## config.mk

```make
export PLATFORM = sky130hd
export DESIGN_NAME = carrier_lock_ctrl
export DESIGN_NICKNAME = d
export VERILOG_FILES = /design/src/rtl/carrier_lock_ctrl.sv
export SDC_FILE = /design/constraint.sdc
export NUM_CORES = 1
export LEC_CHECK = 0
export ABC_AREA = 1
export CAP_MARGIN = 30
export CORE_ASPECT_RATIO = 1.4
export CORE_MARGIN = 1.5
export CORE_UTILIZATION = 30
export DETAILED_ROUTE_END_ITERATION = 6
export PLACE_DENSITY = 0.52
export SYNTH_ARGS = -nofsm -noshare
export SYNTH_HDL_FRONTEND = slang
export SYNTH_SLANG_ARGS = --single-unit
export TNS_END_PERCENT = 5
```

## constraint.sdc

```tcl
create_clock -name clk -period 4.4 [get_ports clk]
set_input_delay 0.88 -clock clk [delete_from_list [all_inputs] [get_ports clk]]
set_output_delay 0.88 -clock clk [all_outputs]
set_load 0.005 [all_outputs]
```

## src/rtl/carrier_lock_ctrl.sv

```systemverilog
// Carrier-recovery loop sequencer: gates/clears the loop, picks gain,
// and declares lock from windowed mean |phase error| with hysteresis.
module carrier_lock_ctrl #(
    parameter int EW          = 24,
    parameter int WIN_LOG2    = 4,
    parameter int ACQ_MIN_WIN = 2,
    parameter int LOCK_WINS   = 3,
    parameter int UNLOCK_WINS = 2
) (
    input  logic          clk,
    input  logic          rst,
    input  logic          enable,
    input  logic          err_valid,
    input  logic [EW-1:0] phase_err,
    input  logic [EW-1:0] lock_thr,
    input  logic [EW-1:0] unlock_thr,
    output logic          loop_en,
    output logic          loop_clr,
    output logic [1:0]    gain_sel,
    output logic          locked,
    output logic [1:0]    state,
    output logic          win_valid,
    output logic [EW-1:0] win_mag
);

    typedef enum logic [1:0] {
        S_IDLE  = 2'b00,
        S_CLEAR = 2'b01,
        S_ACQ   = 2'b10,
        S_TRACK = 2'b11
    } state_t;

    localparam int AW = EW - 1 + WIN_LOG2;
    localparam int CW = 8;

    state_t              st;
    logic [WIN_LOG2-1:0] smp_cnt;
    logic [AW-1:0]       acc;
    logic [CW-1:0]       acq_win;
    logic [CW-1:0]       good_cnt;
    logic [CW-1:0]       bad_cnt;

    logic [EW-1:0]       neg_err;
    logic [EW-2:0]       mag;
    logic [AW-1:0]       sum;
    logic [EW-1:0]       mean;
    logic                win_done;
    logic [CW-1:0]       good_nxt;
    logic [CW-1:0]       bad_nxt;

    assign state = st;

    // Saturating magnitude, running window sum and per-window decisions
    always_comb begin
        neg_err = -phase_err;
        mag     = phase_err[EW-2:0];
        if (phase_err[EW-1]) begin
            mag = neg_err[EW-1] ? '1 : neg_err[EW-2:0];
        end
        sum      = acc + AW'(mag);
        mean     = {1'b0, sum[AW-1:WIN_LOG2]};
        win_done = err_valid && (smp_cnt == '1);
        good_nxt = '0;
        if (acq_win == CW'(ACQ_MIN_WIN) && mean < lock_thr) begin
            good_nxt = good_cnt + CW'(1);
        end
        bad_nxt = '0;
        if (mean >= unlock_thr) begin
            bad_nxt = bad_cnt + CW'(1);
        end
    end

    // Loop sequencer with registered outputs and window bookkeeping
    always_ff @(posedge clk or posedge rst) begin
        if (rst) begin
            st        <= S_IDLE;
            loop_en   <= 1'b0;
            loop_clr  <= 1'b0;
            gain_sel  <= 2'b00;
            locked    <= 1'b0;
            win_valid <= 1'b0;
            win_mag   <= '0;
            smp_cnt   <= '0;
            acc       <= '0;
            acq_win   <= '0;
            good_cnt  <= '0;
            bad_cnt   <= '0;
        end else begin
            win_valid <= 1'b0;
            loop_clr  <= 1'b0;
            if (!enable) begin
                st       <= S_IDLE;
                loop_en  <= 1'b0;
                gain_sel <= 2'b00;
                locked   <= 1'b0;
                smp_cnt  <= '0;
                acc      <= '0;
                acq_win  <= '0;
                good_cnt <= '0;
                bad_cnt  <= '0;
            end else begin
                unique case (st)
                    S_IDLE: begin
                        st       <= S_CLEAR;
                        loop_clr <= 1'b1;
                    end
                    S_CLEAR: begin
                        st       <= S_ACQ;
                        loop_en  <= 1'b1;
                        gain_sel <= 2'b00;
                        smp_cnt  <= '0;
                        acc      <= '0;
                        acq_win  <= '0;
                        good_cnt <= '0;
                        bad_cnt  <= '0;
                    end
                    S_ACQ, S_TRACK: begin
                        if (err_valid) begin
                            smp_cnt <= smp_cnt + 1'b1;
                            acc     <= sum;
                        end
                        if (win_done) begin
                            smp_cnt   <= '0;
                            acc       <= '0;
                            win_valid <= 1'b1;
                            win_mag   <= mean;
                            if (st == S_ACQ) begin
                                if (acq_win != CW'(ACQ_MIN_WIN)) begin
                                    acq_win <= acq_win + CW'(1);
                                end
                                good_cnt <= good_nxt;
                                if (good_nxt == CW'(LOCK_WINS)) begin
                                    st       <= S_TRACK;
                                    locked   <= 1'b1;
                                    gain_sel <= 2'b01;
                                    bad_cnt  <= '0;
                                end
                            end else begin
                                bad_cnt <= bad_nxt;
                                if (bad_nxt == CW'(UNLOCK_WINS)) begin
                                    st       <= S_CLEAR;
                                    locked   <= 1'b0;
                                    loop_en  <= 1'b0;
                                    loop_clr <= 1'b1;
                                    gain_sel <= 2'b00;
                                end
                            end
                        end
                    end
                endcase
            end
        end
    end

endmodule
```

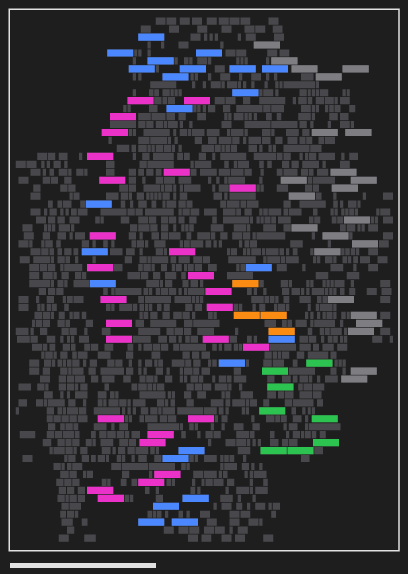
*Sequential cells coloured by netlist name*
Bar = 50 um.
Key: `smp_cnt` = orange [placed flops 4]; `acc` = magenta [placed flops 27]; `bad_cnt` = green [placed flops 8, where lower right]; `win_mag` = blue [placed flops 23]
share of the core filled with cells: 48.61%
flip-flop and latch area: 2127 um2
power dissipated in sequential cells: 0.000920 W
sequential share of cell area: 18.86%

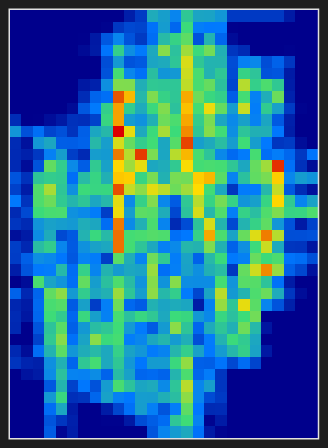
*Routed metal per tile*
The die is cut into 27 by 37 equal tiles; dark blue is low, red is high, scaled to the fullest tile. Values are wire area over tile area, all layers added.
22% of the tiles are nearly empty. The emptiest ninth of the die: upper left. The mean over all tiles is 0.14. 17% of the tiles are over half the peak. The fullest tile reaches 0.51.
All-Layer GR Usage: 18.51%
wire length after detailed routing: 22.49 mm
total via count after detailed routing: 7407

## layout make-up
cell class	count	area [um2]	area share, %
clock buffers	11	252.7	2.241
clock inverters	5	106.4	0.9429
inverters	149	568.0	5.036
multi-input cells	706	5127	45.46
flip-flops and latches	85	2127	18.86
well taps	306	382.9	3.394
repair buffers	316	2715	24.07
## metrics by stage
step / instances / setup WS [ns] / area, um2 / total power (W)
after detailed placement: 1508 / -2.464 / 9637 / 0.002647
after floorplan: 955 / -1.366 / 7081 / 0.001893
after global placement: 1507 / -2.381 / 9609 / 0.002635
final: 1578 / -1.254 / 11280 / 0.003896
after global routing: 1578 / -1.577 / 11280 / 0.004187
after CTS: 1559 / -1.407 / 10500 / 0.003688
==> summary.txt <==
Update from the flow run.

The run finished, with violations left. The checks that failed: negative setup slack. The registers reported with the highest flop counts are acc: 27 flops, win_mag: 23 flops. Based on the critical path, the design can be clocked at up to 176.9 MHz. The net switching power in the latest report is 0.001504 W.

Setup repair after global routing could not meet its margin everywhere. The start point of the critical path is phase_err[4]. The proportion of synthesized area in mux cells is 0%. The number of buffers and inverters on the critical path is 17. The number of flops mapped to enable cells by yosys is 0.

The number of synthesis warnings is 0. The share of the cycle needed by the critical path after routing is 128.5%. The maximum VDD drop is 178.9 uV. The average cell area after synthesis is 7.415 um2.

For this run, the slowest stage of the critical path takes 0.34 ns. The cell class contributing the biggest share of worst-path delay is simple AND/OR/NAND/NOR gates. After layout, the minimum clock period comes to 5.654 ns. STA classifies the critical path startpoint as an input pin. The cell taking the most area after synthesis is dfrtp_1. RePlAce ended its routability-driven mode at a weighted congestion of 0.8854. The core region area is 23200 um2. The worst hold margin is 0.4717 ns. The worst-case max-slew headroom was logged as 50.63%. The path length in cells of the critical path is 45. After floorplanning, the die was sized to cover 24520 um2.

After synthesis the netlist holds a flip-flop and latch count of 85. The global routing met3 resource utilization is 2.118%. STA lists the endpoint of the worst register-to-register path as bad_cnt[3]$_DFFE_PP0P_. The uppermost signal routing layer after detailed routing is met4. The combinational logic power is 0.00205 W. Pin placement for this block handled 108 I/O pins. The number of endpoints failing setup at the final stage is 22.

The wire length on met1 is 9.033 mm. The number of flip-flops in the largest register is 27. Per the synth stats, the proportion of register bits with asynchronous set or reset is 100.0%. STA puts the critical path data arrival time at 5.90 ns. The detailed router reports a met2 wire length of 12.23 mm. The critical path maximum fanout is 8.

The register share after synthesis is 30.07%. The most numerous cell on the critical path is buf_4. The worst-case reg-to-reg setup slack stands at 0.38 ns.

After clock tree synthesis, the clock-pin slew on the worst setup and hold paths is 0.07 ns. The count of standard-cell rows is 66. The final layout contains 1422 nets. The script parses the final routing iteration and logs DRC violations as 0.

The category of the critical setup timing path is in -> reg. The ratio of cells with drive above 1 in the final layout is 33.57%. Yosys reports that the most numerous cell types are 217 x nand2_1, 141 x inv_1, 85 x dfrtp_1. The clock group total power is 0.000923 W. According to the CTS report, the clock sink count is 85. The dominant power group in this design is combinational logic. The arithmetic-cell share of the synthesized area counting full adders, half adders and majority gates is 14.08%. The final timing report lists clock skew as 0.008939 ns.

The via count of the first global-routing pass is 7408. Once iteration 0 of detailed routing completed, the report listed 301 DRC markers. Yosys reports a chip area of 7074 um2. Per the OpenROAD floorplan log, the height of the die is 184.7 um.

Power spread over the standard cell area amounts to 345.4 nW/um2. The total negative slack for setup checks is -24.84 ns. The instance tally after logic synthesis is 954. In the post-route analysis, the smallest setup slack over all paths is -1.254 ns. The initial antenna violation count was 0. The worst register-to-register path depth is 30. In this run the most critical hold path is launched from smp_cnt[3]$_DFFE_PP0P_. Across all stage logs, warnings added up to 33. Before any placement, the netlist area is recorded as 7074 um2. The detailed router reports a met3 wire length of 604 um. The global route stage reports its total congestion overflow as 0.

The synthesized-area fraction occupied by ao, oa, aoi and oai cells is 14.77%. The slowest library cell on the worst path is nor4_4. In the post-synthesis netlist, the cell with the most instances is nand2_1. The basic-gate share of the synthesized area counting and, or, nand and nor cells is 27.56%. Entering global routing, the biggest net connects 32 pins.

The iteration count recorded for the first detailed-route pass is 5. The clock H-tree reported by CTS has 3 levels. According to the timing report, the critical path is captured at bad_cnt[3]$_DFFE_PP0P_.

TritonCTS built the clock tree. The number of distinct standard cells referenced by the synthesized netlist is 58. Net switching is 38.61% of the power. The register bank with the most flops is acc. The main area contributors are dfrtp_1 30%, ha_1 14%, nand2_1 12%. Per the OpenROAD power report, leakage power amounts to 5.731 nW. The number of buffers added for setup after CTS is 33.

The total count of max-transition violations in the final report is 0. The met2 track utilization from global routing is 35.50%. The number of antenna repair diodes is 0. Per the synthesis report, the single largest cell type by area occupies 30.07% of cell area. The worst hold path stage count is 1. The pin slew with the least headroom to its limit is 0.7378 ns. The commonest non-fill, non-tap cell in the layout is buf_4. Among the non-sequential cells, simple AND/OR/NAND/NOR gates take the most area. After global routing, the most crowded layer is met2.

The skew report gives the latency at the later pin of the worst-skew pair as 0.35 ns. Clock tree synthesis selected as its root buffer the cell clkbuf_16. The most used flip-flop cell after synthesis is dfrtp_1. Measured along the x axis, the die boundary spans 132.8 um. The maximum root-to-sink buffer count is 2. In the routed layout, each cell is associated on average with a via count of 4.694. For hold timing, the worst endpoint is smp_cnt[3]$_DFFE_PP0P_. The total internal power is 0.002392 W.

The CTS report gives the tree buffer count as 9. Post-CTS repair ended up resizing 78 cells. Detailed placement finished with a half-perimeter wire length of 17.12 mm. The final timing report lists a hold violation count of 0. The path category of the worst min-delay check is reg -> reg.

The critical path endpoint has a required time of 4.64 ns. The endpoint type of the worst setup path is a flop. The share of total power dissipated in the clock network is 23.7%. The area added between synthesis and finish is 59.45%. The hold-fix buffer count after cts is 0.

The synthesized netlist devotes 4.209% of its cell area to XOR and XNOR gates. The routing usage on met1 is 20.75%. Ranking logic cells in the layout by count gives the top entries 199 x buf_4, 188 x nand2_1, 128 x inv_1. In the final layout, the fill cell count is 2239.

The logic gate share of total power is 52.7%. Port buffering added 105 buffers. Nets still carrying antenna violations after routing amount to 0. Dividing the detail-routed wire length by the instance count gives 14.25 um. The share of the core area taken by cells at floorplan is 30.49%.

In this run the critical register-to-register path is launched from acc[5]$_DFFE_PP0P_. Sequential cells burn 23.6% of the power. Yosys stat counts 954 cells in the synthesized netlist.

The global-route wire length before repair is 35.86 mm. The number of maximum-capacitance violations is 0.
Power figures rest on the tool's default switching activity, not on a simulated workload.
